**config.mk**
```make
export PLATFORM = sky130hd
export DESIGN_NAME = ulx3s_pll_reset_sequencer
export DESIGN_NICKNAME = d
export VERILOG_FILES = /design/src/rtl/ulx3s_pll_reset_sequencer_pkg.sv /design/src/rtl/ulx3s_pll_reset_sequencer_sync2.sv /design/src/rtl/ulx3s_pll_reset_sequencer.sv
export SDC_FILE = /design/constraint.sdc
export NUM_CORES = 1
export LEC_CHECK = 0
export CAP_MARGIN = 25
export CORE_MARGIN = 10
export CORE_UTILIZATION = 55
export CTS_BUF_LIST = sky130_fd_sc_hd__clkbuf_8 sky130_fd_sc_hd__clkbuf_16
export DETAILED_ROUTE_END_ITERATION = 12
export PLACE_DENSITY = 0.85
export SLEW_MARGIN = 5
export SYNTH_ARGS = -nofsm -noshare
export SYNTH_HDL_FRONTEND = slang
export SYNTH_HIERARCHICAL = 1
export SYNTH_SLANG_ARGS = --single-unit
```
**constraint.sdc**
```tcl
create_clock -name clkin -period 3.4 [get_ports clkin]
set_input_delay 0.68 -clock clkin [delete_from_list [all_inputs] [get_ports clkin]]
set_output_delay 0.68 -clock clkin [all_outputs]
set_load 0.03 [all_outputs]
```
**src/rtl/ulx3s_pll_reset_sequencer_pkg.sv**
```systemverilog
// ---------------------------------------------------------------------------
// risc_ice_v_clk_pkg
// Shared definitions for the RISC-ICE-V clock/reset supervisor:
//   - sequencer state encoding (legacy-compatible constants plus enum view)
//   - clock-domain indices into domain_rst_n, in release order
//   - saturating 8-bit increment used by the retry counter
// ---------------------------------------------------------------------------
package risc_ice_v_clk_pkg;

  localparam logic [2:0] S_PLLRST   = 3'd0;
  localparam logic [2:0] S_WAITLOCK = 3'd1;
  localparam logic [2:0] S_STABLE   = 3'd2;
  localparam logic [2:0] S_RELEASE  = 3'd3;
  localparam logic [2:0] S_RUN      = 3'd4;

  typedef enum logic [2:0] {
    PLLRST   = S_PLLRST,
    WAITLOCK = S_WAITLOCK,
    STABLE   = S_STABLE,
    RELEASE  = S_RELEASE,
    RUN      = S_RUN
  } seq_state_t;

  // Domain indices; index 0 is released first.
  localparam int DOM_MEMORY  = 32'd0;
  localparam int DOM_CPUUNIT = 32'd1;
  localparam int DOM_COPRO   = 32'd2;
  localparam int DOM_CPU     = 32'd3;

  // Increment that sticks at 255 instead of wrapping.
  function automatic logic [7:0] satInc8(input logic [7:0] value);
    if (value == 8'hFF) begin
      satInc8 = value;
    end else begin
      satInc8 = value + 8'd1;
    end
  endfunction

endpackage

```
**src/rtl/ulx3s_pll_reset_sequencer_sync2.sv**
```systemverilog
// ---------------------------------------------------------------------------
// sync2 - two-flop synchronizer with asynchronous active-low reset.
// Ports:
//   clk   in  : destination clock
//   rst_n in  : async active-low reset, clears both flops to 0
//   d     in  : asynchronous input
//   q     out : synchronized output (2 cycles of latency)
// ---------------------------------------------------------------------------
module sync2 (
  input  logic clk,
  input  logic rst_n,
  input  logic d,
  output logic q
);

  logic meta_r;
  logic sync_r;

  // Two-stage metastability filter.
  always_ff @(posedge clk or negedge rst_n) begin
    if (!rst_n) begin
      meta_r <= 1'b0;
      sync_r <= 1'b0;
    end else begin
      meta_r <= d;
      sync_r <= meta_r;
    end
  end

  assign q = sync_r;

endmodule

```
**src/rtl/ulx3s_pll_reset_sequencer.sv**
```systemverilog
// ---------------------------------------------------------------------------
// ulx3s_pll_reset_sequencer - reset and lock supervisor for the ECP5 EHXPLLL.
// Holds the PLL in reset, waits for a qualified lock, then releases the
// per-domain resets one by one (memory, CPU unit, co-processor, CPU).
// Lock loss drops every domain reset and waits for relock without resetting
// the PLL; a lock timeout or a soft request re-runs the full PLL reset.
// Ports:
//   clkin        in  : 25 MHz board clock, the only clock
//   rst_n        in  : async active-low reset
//   locked       in  : PLL LOCK, asynchronous to clkin
//   soft_rst_req in  : one-cycle pulse requesting a full re-sequence
//   pll_rst      out : EHXPLLL RST, active high
//   domain_rst_n out : per-domain active-low resets, index 0 released first
//   ready        out : all domains released and lock good
//   retry_count  out : lock-timeout retries, saturating at 255
// ---------------------------------------------------------------------------
module ulx3s_pll_reset_sequencer
  import risc_ice_v_clk_pkg::*;
#(
  parameter int PLL_RST_CYCLES      = 16,
  parameter int LOCK_TIMEOUT_CYCLES = 65536,
  parameter int LOCK_STABLE_CYCLES  = 1024,
  parameter int STAGE_GAP_CYCLES    = 8,
  parameter int NUM_DOMAINS         = 4
) (
  input  logic                   clkin,
  input  logic                   rst_n,
  input  logic                   locked,
  input  logic                   soft_rst_req,
  output logic                   pll_rst,
  output logic [NUM_DOMAINS-1:0] domain_rst_n,
  output logic                   ready,
  output logic [7:0]             retry_count
);

  localparam int MAX_AB  = (PLL_RST_CYCLES > LOCK_TIMEOUT_CYCLES) ? PLL_RST_CYCLES : LOCK_TIMEOUT_CYCLES;
  localparam int MAX_CD  = (LOCK_STABLE_CYCLES > STAGE_GAP_CYCLES) ? LOCK_STABLE_CYCLES : STAGE_GAP_CYCLES;
  localparam int MAX_CNT = (MAX_AB > MAX_CD) ? MAX_AB : MAX_CD;
  localparam int CNT_W   = $clog2(MAX_CNT) + 32'd1;
  localparam int IDX_W   = (NUM_DOMAINS > 32'd1) ? $clog2(NUM_DOMAINS) : 32'd1;

  // Counter compares against "cycles - 1" because the counter is cleared on
  // the same edge that enters a state.
  localparam logic [CNT_W-1:0] CNT_ONE     = CNT_W'(1'b1);
  localparam logic [CNT_W-1:0] PLL_LAST    = CNT_W'(PLL_RST_CYCLES - 32'sd1);
  localparam logic [CNT_W-1:0] TIMEOUT_LAST = CNT_W'(LOCK_TIMEOUT_CYCLES - 32'sd1);
  localparam logic [CNT_W-1:0] STABLE_LAST = CNT_W'(LOCK_STABLE_CYCLES - 32'sd1);
  localparam logic [CNT_W-1:0] GAP_LAST    = CNT_W'(STAGE_GAP_CYCLES - 32'sd1);
  localparam logic [IDX_W-1:0] IDX_ONE     = IDX_W'(1'b1);
  localparam logic [IDX_W-1:0] IDX_LAST    = IDX_W'(NUM_DOMAINS - 32'sd1);
  localparam logic [NUM_DOMAINS-1:0] DOM_ONE = NUM_DOMAINS'(1'b1);

  seq_state_t             state_r,      stateNext_s;
  logic [CNT_W-1:0]       cnt_r,        cntNext_s;
  logic [IDX_W-1:0]       idx_r,        idxNext_s;
  logic [NUM_DOMAINS-1:0] domRstN_r,    domNext_s;
  logic [7:0]             retryCount_r, retryNext_s;
  logic                   pllRst_r;
  logic                   ready_r;
  logic                   lockedSync_s;

  sync2 uLockSync (
    .clk   (clkin),
    .rst_n (rst_n),
    .d     (locked),
    .q     (lockedSync_s)
  );

  // Next-state logic; priority is lock loss, then soft request, then expiry.
  always_comb begin
    stateNext_s = state_r;
    cntNext_s   = cnt_r + CNT_ONE;
    idxNext_s   = idx_r;
    domNext_s   = domRstN_r;
    retryNext_s = retryCount_r;
    case (state_r)
      PLLRST: begin
        domNext_s = '0;
        if (cnt_r == PLL_LAST) begin
          stateNext_s = WAITLOCK;
          cntNext_s   = '0;
        end else begin
          stateNext_s = PLLRST;
        end
      end
      WAITLOCK: begin
        domNext_s = '0;
        if (soft_rst_req) begin
          stateNext_s = PLLRST;
          cntNext_s   = '0;
        end else if (lockedSync_s) begin
          stateNext_s = STABLE;
          cntNext_s   = '0;
        end else if (cnt_r == TIMEOUT_LAST) begin
          stateNext_s = PLLRST;
          cntNext_s   = '0;
          retryNext_s = satInc8(retryCount_r);
        end else begin
          stateNext_s = WAITLOCK;
        end
      end
      STABLE: begin
        domNext_s = '0;
        if (!lockedSync_s) begin
          stateNext_s = WAITLOCK;
          cntNext_s   = '0;
        end else if (soft_rst_req) begin
          stateNext_s = PLLRST;
          cntNext_s   = '0;
        end else if (cnt_r == STABLE_LAST) begin
          // First domain is released on the same edge RELEASE is entered.
          stateNext_s           = RELEASE;
          cntNext_s             = '0;
          idxNext_s             = '0;
          domNext_s[DOM_MEMORY] = 1'b1;
        end else begin
          stateNext_s = STABLE;
        end
      end
      RELEASE: begin
        if (!lockedSync_s) begin
          stateNext_s = WAITLOCK;
          cntNext_s   = '0;
          domNext_s   = '0;
        end else if (soft_rst_req) begin
          stateNext_s = PLLRST;
          cntNext_s   = '0;
          domNext_s   = '0;
        end else if (cnt_r == GAP_LAST) begin
          cntNext_s = '0;
          if (idx_r == IDX_LAST) begin
            stateNext_s = RUN;
          end else begin
            idxNext_s = idx_r + IDX_ONE;
            domNext_s = domRstN_r | (DOM_ONE << (idx_r + IDX_ONE));
          end
        end else begin
          stateNext_s = RELEASE;
        end
      end
      RUN: begin
        cntNext_s = cnt_r;
        if (!lockedSync_s) begin
          stateNext_s = WAITLOCK;
          cntNext_s   = '0;
          domNext_s   = '0;
        end else if (soft_rst_req) begin
          stateNext_s = PLLRST;
          cntNext_s   = '0;
          domNext_s   = '0;
        end else begin
          stateNext_s = RUN;
        end
      end
      default: begin
        stateNext_s = PLLRST;
        cntNext_s   = '0;
        idxNext_s   = '0;
        domNext_s   = '0;
      end
    endcase
  end

  // State, counters and registered outputs.
  always_ff @(posedge clkin or negedge rst_n) begin
    if (!rst_n) begin
      state_r      <= PLLRST;
      cnt_r        <= '0;
      idx_r        <= '0;
      domRstN_r    <= '0;
      retryCount_r <= 8'd0;
      pllRst_r     <= 1'b1;
      ready_r      <= 1'b0;
    end else begin
      state_r      <= stateNext_s;
      cnt_r        <= cntNext_s;
      idx_r        <= idxNext_s;
      domRstN_r    <= domNext_s;
      retryCount_r <= retryNext_s;
      pllRst_r     <= (stateNext_s == PLLRST);
      ready_r      <= (stateNext_s == RUN);
    end
  end

  assign pll_rst      = pllRst_r;
  assign domain_rst_n = domRstN_r;
  assign ready        = ready_r;
  assign retry_count  = retryCount_r;

endmodule
```
### Floorplan with the power grid

Bar = 20 um. Pins as bars on the die edge. Tap cells in grey.
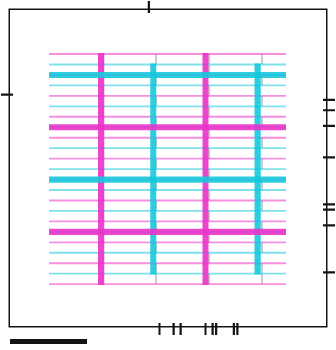
colour	net
cyan	VDD
magenta	VSS
signal pins	18
met1 rails	23
tap cells	48
met5 straps	4
rows	22

### Cells coloured by class

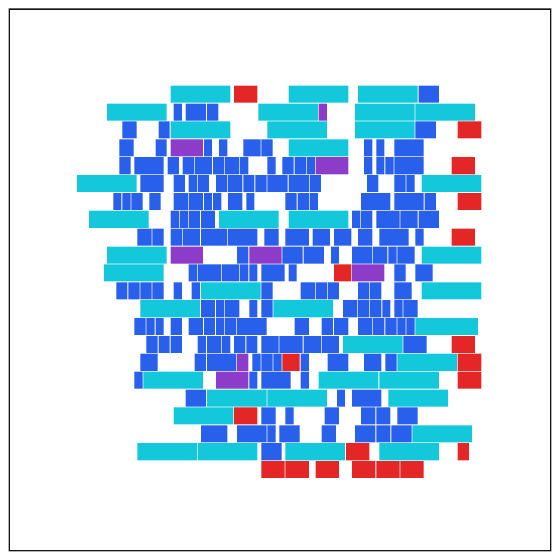
colour	class	cells
purple	clock drivers and dummy loads	8
red	remaining buffers and delay cells	19
blue	remaining logic cells	187
cyan	registers	38

### Clock network drawn from the DEF

Bar = 20 um.
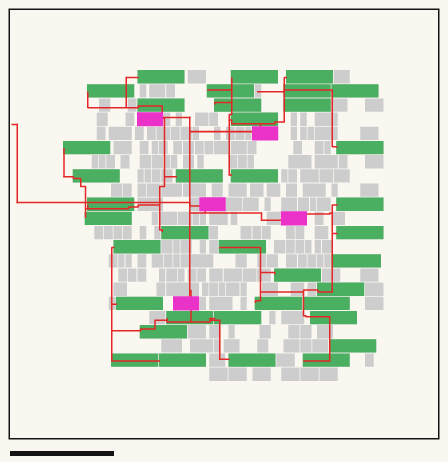
[green] flip-flops | count: 38
[red] clock wires | length: 463 um
[magenta] clock-net drivers | count: 5
routed clock nets	6
clock power share: 0.262
clk_lat worst skew: 0.29 ns
clk_skew: 0.003404 ns
Clk. pwr: 0.000314 W

power by group:
part	internal, W	total (W)	switching, W
registers	0.000509	0.000589	0.0000800
clock network	0.000160	0.000314	0.000154
logic	0.000106	0.000296	0.000190
total	0.000775	0.00120	0.000423
metrics by stage:
step                      instance area, um^2    util  setup slack, ns  instances
after global routing                     2426  0.6577           0.1019        300
final                                    2426  0.6577           0.3000        300
after detailed placement                 2335  0.6330           0.3407        292
after CTS                                2426  0.6577           0.3279        300
after floorplan                          2126       -           0.7038        230
after global placement                   2335  0.6330           0.4371        292
worst max-delay path: stages, from the launching register on:
cell	delay (ns)
dfrtp_1	0.45
ha_1	0.24
inv_1	0.07
or4_4	0.59
nor3_1	0.26
nand3_1	0.14
inv_1	0.07
ha_1	0.19
nor3_2	0.06
buf_4	0.19
nor2_1	0.09
and4_1	0.47
o21ai_0	0.15
layer usage:
metal,global-route usage,vias up
li1,-,871
met1,0.1747,840
met2,0.2257,38
met3,0.03888,8
met4,0.04762,0
met5,0,-
layout by cell type, fill, tap and decap left out, types with 2 or more instances in the layout:
cell type	instances
ha_1	9
xnor2_1	7
or2_2	2
nand2_1	25
a22o_1	3
o21bai_1	3
dfrtp_1	37
o22ai_1	3
nand4_1	9
nor3_2	5
nor2_1	18
a21oi_1	6
buf_4	2
o21ai_2	3
nor3_1	8
and3_1	3
clkdlybuf4s50_1	16
o21ai_0	20
clkbuf_8	6
nor3b_1	3
nand3_1	7
o21ai_1	15
inv_1	9
nand2b_1	3
o211ai_1	2
nor4_1	3
o31ai_1	2
or3_1	2
area by class of cell:
type,count,area [um^2],area share
clock inverters,2,8.758,0.003610
multi-input cells,179,1112,0.4585
inverters,8,30.03,0.01238
clock buffers,6,82.58,0.03404
repair buffers,19,180.2,0.07427
well taps,48,60.06,0.02475
flip-flops and latches,38,952.2,0.3925
==> results.txt <==
post-synthesis register bit count: 38
r2r startpoint: cnt_r[0]
clk root buf: clkbuf_8
top area contributor share: 0.4356
Post-Syn Instances: 230
total power: 0.001198 W
Yosys Instances: 230
Final GP Congestion: 0.8707
PwrDens: 494.0 nW/um^2
fin. max-slew vios: 0
WL met3: 224 um
number of enable flip-flop cells: 0
CP Data Arrival Time: 3.26 ns
CTS resizes: 0
first-pass GRT wire length: 7.527 mm
area grow syn2layout: 14.13%
WS Path Type: reg -> reg
setup repair bufs after CTS: 0
XOR/XNOR Area Share: 0.03296
area leader, netlist: dfrtp_1
Hold Crit Class: reg -> reg
DR WL/cell: 14.82 um
yosys stat chip area: 2126 um^2
most common cell in the netlist: dfrtp_1
count of cell types in the netlist: 48
Worst Tran Pin Value: 0.8396 ns
aoi share: 0.1713
Layout fillers: 305
Core Util at FP: 0.5763
number of diodes: 0
I/O Buffers: 17
R2R Setup Slk: 0.30 ns
hold endpoint: uLockSync/q
Max Cap Violations: 0
register with the most flip-flops: cnt_r
Post-Route Setup TNS: 0 ns
initial antenna violation count: 0
final hold vios: 0
Commonest cells post-synth: 37 x dfrtp_1, 25 x nand2_1, 20 x o21ai_0
Synth Net Count: 243
Worst Setup SP: cnt_r[0]
Die Size: 6752 um^2
Fmax achieved: 0.3226 GHz
biggest area cells: dfrtp_1 44%, ha_1 5.3%, o21ai_0 4.7%
Die Ht: 82.17 um
Max Root-Sink Buffers: 2
worst-path maximum fanout: 16
1st-pass router iterations: 4
DR DRC count: 0
hold_sp: uLockSync/meta_r
share of the yosys chip area belonging to registers: 0.4479
yosys warns: 6
status: completed
CP Capture Type: register
detailed-route via count: 1757
number of flip-flops in the largest register: 17
GRT Overall Usage: 0.1392
Adder Area Share: 0.05297
TritonCTS Buffers: 5
CTS tree: done
largest net degree at the start of global routing: 39
core box area: 3689 um^2
Sink Count: 38
RSZ-0062 raised after global routing: no
Final ANT Viol Nets: 0
HPWL Detailed: 3.147 mm
wl on met1: 1.997 mm
Post-layout nets: 264
DR vias/cell: 5.857
Worst EP required: 3.56 ns
worst reg2reg endpoint: cnt_r[4]
GR Overflow Total: 0
vias in the first global route: 1630
Setup Viol. Count Final: 0
final hold slack: 0.3520 ns
Main synth FF type: dfrtp_1
fin crit share: 0.9118
Synth mux share: 0.01001
comb area leader: simple AND/OR/NAND/NOR gates
Mapped Area: 2126 um^2
cts hold-fix bufs: 0
htree depth: 2
Max transition margin: 0.4403
WL final: 4.446 mm
Worst Setup EP: cnt_r[4]
WL met2: 2.168 mm
Die X: 82.17 um
Synth Area in Simple Gates: 0.2560
row cnt: 22
Reg clk slew, reported paths: 0.07 ns
I/O Pins: 18
Mean Syn Cell Area: 9.243 um^2
violation count after the first detailed-routing iteration: 142
final worst path period need: 3.100 ns
LEAKAGE: 1.008 nW
layout cells sized above 1: 0.1111
hold depth: 0
Critical Path Source Type: register
R2R cell count: 12
Top Layer Used: met4
Max IR drop VDD: 0.0003653 V
Post-synth ARST share: 1.000
OpenROAD warnings: 31
Power and IR drop assume default switching activity.
